Fig. 1: clock routing
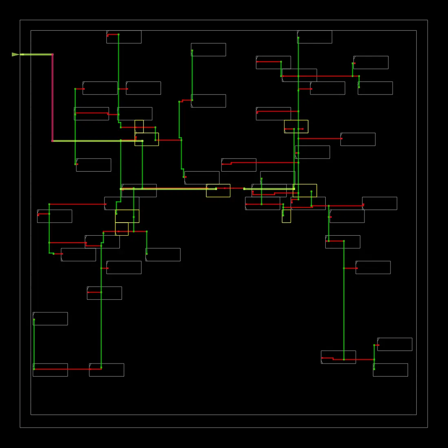
Fig. 2: cell density map
Scale: 4 px per um. 9 x 9 tiles, from white (low) to dark blue (high), 0 to 100% covered.
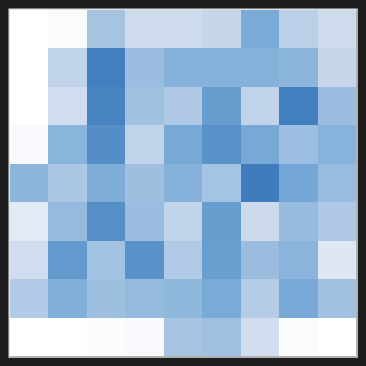
Fig. 3: power grid
Scale: 4 px per um. Pins as bars on the die edge. Tap cells in gray.
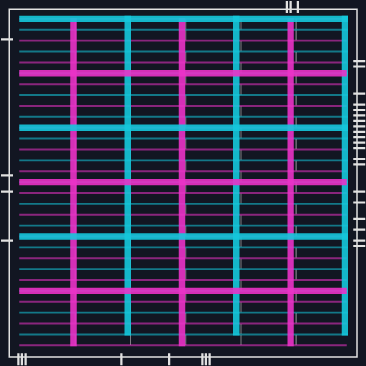
Fig. 4: where the registers sit
Scale: 6 px per um.
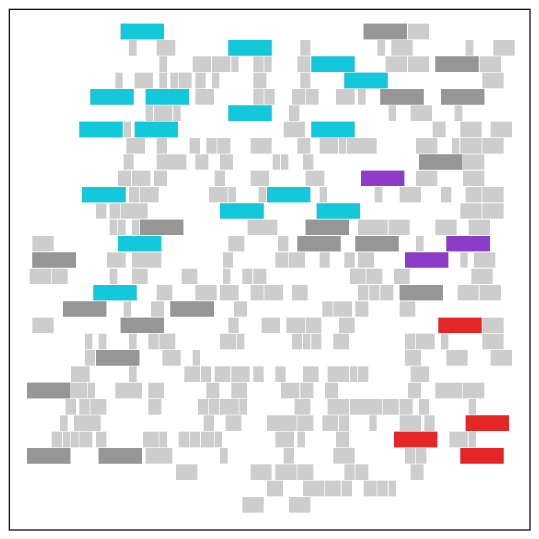
### config.mk
export PLATFORM = sky130hd
export DESIGN_NAME = sdram_init_monitor
export DESIGN_NICKNAME = d
export VERILOG_FILES = /design/src/rtl/sdram_pkg.sv /design/src/rtl/sdram_mode_decode.sv /design/src/rtl/sdram_init_monitor.sv
export SDC_FILE = /design/constraint.sdc
export NUM_CORES = 1
export LEC_CHECK = 0
export CAP_MARGIN = 10
export CELL_PAD_IN_SITES_DETAIL_PLACEMENT = 0
export CELL_PAD_IN_SITES_GLOBAL_PLACEMENT = 1
export CORE_MARGIN = 2
export CORE_UTILIZATION = 33
export CTS_BUF_LIST = sky130_fd_sc_hd__clkbuf_4 sky130_fd_sc_hd__clkbuf_8 sky130_fd_sc_hd__clkbuf_16
export DETAILED_ROUTE_END_ITERATION = 10
export GPL_ROUTABILITY_DRIVEN = 0
export PLACE_DENSITY_LB_ADDON = 0.1
export SLEW_MARGIN = 20
export SYNTH_ARGS = -nofsm -noshare
export SYNTH_HDL_FRONTEND = slang
export SYNTH_HIERARCHICAL = 1
export SYNTH_SLANG_ARGS = --single-unit
### constraint.sdc
create_clock -name i_clk -period 2.7 [get_ports i_clk]
set_input_delay 0.405 -clock i_clk [delete_from_list [all_inputs] [get_ports i_clk]]
set_output_delay 0.405 -clock i_clk [all_outputs]
set_load 0.005 [all_outputs]
### src/rtl/sdram_pkg.sv
// Shared SDRAM init definitions: command encodings, error codes, mode-register
// field positions and the monitor's state and command-kind types.
package sdram_pkg;

    localparam logic [3:0] CMD_MRS = 4'b0000;
    localparam logic [3:0] CMD_REF = 4'b0001;
    localparam logic [3:0] CMD_PRE = 4'b0010;
    localparam logic [3:0] CMD_NOP = 4'b0111;

    localparam logic [2:0] ERR_NONE        = 3'd0;
    localparam logic [2:0] ERR_EARLY       = 3'd1;
    localparam logic [2:0] ERR_ORDER       = 3'd2;
    localparam logic [2:0] ERR_TIMING      = 3'd3;
    localparam logic [2:0] ERR_PRE_NOT_ALL = 3'd4;
    localparam logic [2:0] ERR_BAD_MODE    = 3'd5;
    localparam logic [2:0] ERR_FEW_REFRESH = 3'd6;

    localparam int MODE_BL_LSB  = 0;
    localparam int MODE_BT_BIT  = 3;
    localparam int MODE_CAS_LSB = 4;
    localparam int MODE_WB_BIT  = 9;
    localparam int ADDR_AP_BIT  = 10;

    localparam logic [11:0] MODE_DEFAULT = 12'h032;

    typedef enum logic [2:0] {
        ST_WAIT_PWR,
        ST_WAIT_PRE,
        ST_PRECHARGED,
        ST_REFRESHING,
        ST_MRS_WAIT,
        ST_DONE,
        ST_ERROR
    } state_t;

    typedef enum logic [2:0] {
        K_NOP,
        K_PRE,
        K_REF,
        K_MRS,
        K_OTHER
    } cmd_kind_t;

    // cs high deselects the device, so it is a NOP whatever the other bits are.
    function automatic cmd_kind_t decode_cmd(input logic [3:0] cmd);
        cmd_kind_t k;
        if (cmd[3]) begin
            k = K_NOP;
        end else begin
            case (cmd)
                CMD_NOP: k = K_NOP;
                CMD_PRE: k = K_PRE;
                CMD_REF: k = K_REF;
                CMD_MRS: k = K_MRS;
                default: k = K_OTHER;
            endcase
        end
        return k;
    endfunction

endpackage

### src/rtl/sdram_mode_decode.sv
// Splits a 12-bit mode-register word into its fields and flags combinations
// the attached SDRAM does not support.
module sdram_mode_decode
    import sdram_pkg::*;
(
    input  logic [11:0] i_mode,
    output logic [2:0]  o_bl,
    output logic        o_bt,
    output logic [2:0]  o_cas,
    output logic        o_wb,
    output logic        o_legal
);

    logic w_unused_bits;

    assign o_bl  = i_mode[MODE_BL_LSB +: 3];
    assign o_bt  = i_mode[MODE_BT_BIT];
    assign o_cas = i_mode[MODE_CAS_LSB +: 3];
    assign o_wb  = i_mode[MODE_WB_BIT];
    assign w_unused_bits = ^{i_mode[11:10], i_mode[8:7]};

    // Full-page burst (BL=7) only exists for sequential bursts.
    always_comb begin
        o_legal = 1'b1;
        if (o_cas != 3'd2 && o_cas != 3'd3) o_legal = 1'b0;
        if (o_bl == 3'd4 || o_bl == 3'd5 || o_bl == 3'd6) o_legal = 1'b0;
        if (o_bl == 3'd7 && o_bt) o_legal = 1'b0;
    end

endmodule

### src/rtl/sdram_init_monitor.sv
// Device-side checker for the SDRAM power-up init sequence: tracks init state,
// enforces command gaps, latches the mode register and reports done/first error.
module sdram_init_monitor
    import sdram_pkg::*;
#(
    parameter int FREQUENCY   = 50,
    parameter int INI_TIME    = 200,
    parameter int TRP_CYC     = 1,
    parameter int TRFC_CYC    = 4,
    parameter int TMRD_CYC    = 2,
    parameter int MIN_REFRESH = 2
) (
    input  logic        i_clk,
    input  logic        i_rst,
    input  logic [3:0]  i_cmd,
    input  logic [11:0] i_sdram_addr,
    output logic        o_init_done,
    output logic        o_err,
    output logic [2:0]  o_err_code,
    output logic [2:0]  o_mode_bl,
    output logic        o_mode_bt,
    output logic [2:0]  o_mode_cas,
    output logic        o_mode_wb,
    output logic [3:0]  o_refresh_cnt
);

    localparam int         WAIT_CNT = FREQUENCY * INI_TIME;
    localparam logic [15:0] PWR_LAST = 16'(WAIT_CNT - 1);
    localparam logic [3:0]  TRP4     = 4'(TRP_CYC);
    localparam logic [3:0]  TRFC4    = 4'(TRFC_CYC);
    localparam logic [3:0]  TMRD4    = 4'(TMRD_CYC);
    localparam logic [3:0]  MINREF4  = 4'(MIN_REFRESH);

    state_t      r_state, w_state_nxt;
    logic [15:0] r_pwr_cnt;
    logic [3:0]  r_gap;
    logic        r_last_ref;
    logic [3:0]  r_refresh_cnt;
    logic        r_err;
    logic [2:0]  r_err_code;
    logic        r_init_done;
    logic [2:0]  r_mode_bl;
    logic        r_mode_bt;
    logic [2:0]  r_mode_cas;
    logic        r_mode_wb;

    cmd_kind_t   w_kind;
    logic        w_ap;
    logic [3:0]  w_min_gap;
    logic        w_err;
    logic [2:0]  w_code;
    logic        w_accept;
    logic        w_latch_mode;
    logic [2:0]  w_bl;
    logic        w_bt;
    logic [2:0]  w_cas;
    logic        w_wb;
    logic        w_mode_legal;

    sdram_mode_decode u_mode_decode (
        .i_mode  (i_sdram_addr),
        .o_bl    (w_bl),
        .o_bt    (w_bt),
        .o_cas   (w_cas),
        .o_wb    (w_wb),
        .o_legal (w_mode_legal)
    );

    assign w_kind    = decode_cmd(i_cmd);
    assign w_ap      = i_sdram_addr[ADDR_AP_BIT];
    assign w_min_gap = r_last_ref ? TRFC4 : TRP4;
    assign w_latch_mode = (r_state == ST_PRECHARGED || r_state == ST_REFRESHING)
                          && (w_kind == K_MRS);

    always_ff @(posedge i_clk) begin
        if (!i_rst) r_state <= ST_WAIT_PWR;
        else        r_state <= w_state_nxt;
    end

    // Check order inside each state encodes the error priority.
    always_comb begin
        w_state_nxt = r_state;
        w_err       = 1'b0;
        w_code      = ERR_NONE;
        w_accept    = 1'b0;
        case (r_state)
            ST_WAIT_PWR: begin
                if (w_kind != K_NOP) begin
                    w_err  = 1'b1;
                    w_code = ERR_EARLY;
                end else if (r_pwr_cnt == PWR_LAST) begin
                    w_state_nxt = ST_WAIT_PRE;
                end
            end
            ST_WAIT_PRE: begin
                if (w_kind == K_PRE && w_ap) begin
                    w_accept    = 1'b1;
                    w_state_nxt = ST_PRECHARGED;
                end else if (w_kind == K_PRE) begin
                    w_err  = 1'b1;
                    w_code = ERR_PRE_NOT_ALL;
                end else if (w_kind != K_NOP) begin
                    w_err  = 1'b1;
                    w_code = ERR_ORDER;
                end
            end
            ST_PRECHARGED, ST_REFRESHING: begin
                if (w_kind == K_OTHER) begin
                    w_err  = 1'b1;
                    w_code = ERR_ORDER;
                end else if (w_kind == K_MRS && r_refresh_cnt < MINREF4) begin
                    w_err  = 1'b1;
                    w_code = ERR_FEW_REFRESH;
                end else if (w_kind == K_PRE && !w_ap) begin
                    w_err  = 1'b1;
                    w_code = ERR_PRE_NOT_ALL;
                end else if (w_kind != K_NOP && r_gap < w_min_gap) begin
                    w_err  = 1'b1;
                    w_code = ERR_TIMING;
                end else if (w_kind == K_MRS && !w_mode_legal) begin
                    w_err  = 1'b1;
                    w_code = ERR_BAD_MODE;
                end else if (w_kind != K_NOP) begin
                    w_accept = 1'b1;
                    if (w_kind == K_REF) w_state_nxt = ST_REFRESHING;
                    if (w_kind == K_MRS) w_state_nxt = ST_MRS_WAIT;
                end
            end
            ST_MRS_WAIT: begin
                if (r_gap >= TMRD4) begin
                    w_state_nxt = ST_DONE;
                end else if (w_kind != K_NOP) begin
                    w_err  = 1'b1;
                    w_code = ERR_TIMING;
                end
            end
            default: ;
        endcase
        if (w_err) w_state_nxt = ST_ERROR;
    end

    // Gap is loaded with 1 on an accepted command so that its value at the next
    // command equals the number of cycles between the two issues.
    always_ff @(posedge i_clk) begin
        if (!i_rst) begin
            r_pwr_cnt     <= '0;
            r_gap         <= '0;
            r_last_ref    <= 1'b0;
            r_refresh_cnt <= '0;
            r_err         <= 1'b0;
            r_err_code    <= ERR_NONE;
            r_init_done   <= 1'b0;
            r_mode_bl     <= '0;
            r_mode_bt     <= 1'b0;
            r_mode_cas    <= '0;
            r_mode_wb     <= 1'b0;
        end else begin
            if (r_state == ST_WAIT_PWR && r_pwr_cnt != PWR_LAST)
                r_pwr_cnt <= r_pwr_cnt + 16'd1;
            if (w_accept) begin
                r_gap      <= 4'd1;
                r_last_ref <= (w_kind == K_REF);
            end else if (r_gap != 4'hF) begin
                r_gap <= r_gap + 4'd1;
            end
            if (w_accept && w_kind == K_REF && r_refresh_cnt != 4'hF)
                r_refresh_cnt <= r_refresh_cnt + 4'd1;
            if (w_latch_mode) begin
                r_mode_bl  <= w_bl;
                r_mode_bt  <= w_bt;
                r_mode_cas <= w_cas;
                r_mode_wb  <= w_wb;
            end
            if (w_err) begin
                r_err      <= 1'b1;
                r_err_code <= w_code;
            end
            r_init_done <= (w_state_nxt == ST_DONE);
        end
    end

    assign o_init_done   = r_init_done;
    assign o_err         = r_err;
    assign o_err_code    = r_err_code;
    assign o_mode_bl     = r_mode_bl;
    assign o_mode_bt     = r_mode_bt;
    assign o_mode_cas    = r_mode_cas;
    assign o_mode_wb     = r_mode_wb;
    assign o_refresh_cnt = r_refresh_cnt;

endmodule

==> reports/qor.csv <==
metric,value,unit
crit_path_start,i_sdram_addr[1],
fin_ws,0.453,ns
cp_cell_sequence,"clkdlybuf4s50_1, nand3b_1, a21oi_1, o31ai_1, a221oi_2, nand3_2, or3_1, a21oi_1",
layout.cells.non_filler,383,
xor_share,0.0662,
yosys.area_share.adder,0.0278,
power_leader,sequential cells,
slew_viol_final,0,
post-dp-hpwl,3860,um
fp_nets,291,
status,finished clean,
worst-r2r-cell-count,8,
placed_cells,375,
syn_inst,268,
p_sw,0.403,mW
vdd_ir_drop_max,367,uV
switching_share,0.292,
cp.arrival,2.47,ns
cp_slowest_cell,clkdlybuf4s50_1,
yosysUniqueCellTypes,52,
synth_seq_share,0.365,
setup_viol,0,
finalNetCount,325,
io_buffers,31,
holdPathStages,1,
Notes on Fig. 1 above:
Power Clock: 0.395 mW
flop count: 41

Notes on Fig. 2 above:
fullest tile	69%
nearly empty tiles	8.6%
mean over tiles	35%

Notes on Fig. 3 above:
net	color
VSS	magenta
VDD	cyan
met5 straps	6
tap cells	80
signal pins	35
met4 straps	6
met1 rails	31

Notes on Fig. 4 above:
name in the netlist	color	sequential cells
o_refresh_cnt	red	4
o_mode_bl	purple	3
r_pwr_cnt	cyan	16

## layout make-up
class	count	area, um^2	share of cell area
clock buffers	6	76.3	0.0279
clock inverters	2	10.0	0.00365
inverters	6	22.5	0.00822
multi-input cells	201	1280	0.467
flip-flops and latches	41	821	0.300
well taps	80	100	0.0365
repair buffers	47	430	0.157
## per-layer routing
metal  track usage  share of wire  vias up  routed length [um]
li1              -              -     1033                   -
met1         0.221           0.53      939                2830
met2         0.221           0.43       35                2270
met3        0.0343          0.041        2                 216
met4        0.0341         0.0034        0                  18
met5             0              0        -                   0
## final timing paths
kind | end
worst min register to register | o_err
worst max-delay path | o_refresh_cnt[3]
worst max register to register | o_err_code[2]
worst min-delay path | o_err
## worst register-to-register path, cell delays in order (launching register included)
cell	delay (ns)
dfxtp_1	0.44
inv_1	0.07
ha_1	0.20
or4_1	0.44
nor3_1	0.25
a222oi_1	0.19
o21ai_1	0.15
buf_4	0.17
o22ai_1	0.07
## synthesized netlist by cell type, drive strengths merged (4+ instances only)
cell / number / area share
mux2i: 9 / 0.040
nor4: 4 / 0.011
and3: 7 / 0.019
ha: 5 / 0.028
o21ai: 10 / 0.022
nor2: 35 / 0.058
dfxtp: 41 / 0.37
buf: 14 / 0.048
nand4: 4 / 0.011
nand3: 17 / 0.040
nor3: 12 / 0.027
inv: 6 / 0.010
nor2b: 4 / 0.011
clkbuf: 6 / 0.010
xor2: 11 / 0.043
xnor2: 6 / 0.023
nand2: 13 / 0.022
a21oi: 14 / 0.031
## registers in the layout, indices dropped and copies added, names as in the netlist
name           cells
o_init_done        1
r_gap              4
o_mode_cas         3
o_refresh_cnt      4
r_state            3
o_mode_bt          1
r_pwr_cnt         16
r_last_ref         1
o_err_code         3
o_mode_bl          3
o_mode_wb          1
o_err              1
No activity file was given, so power comes from the tool's default toggle rates.
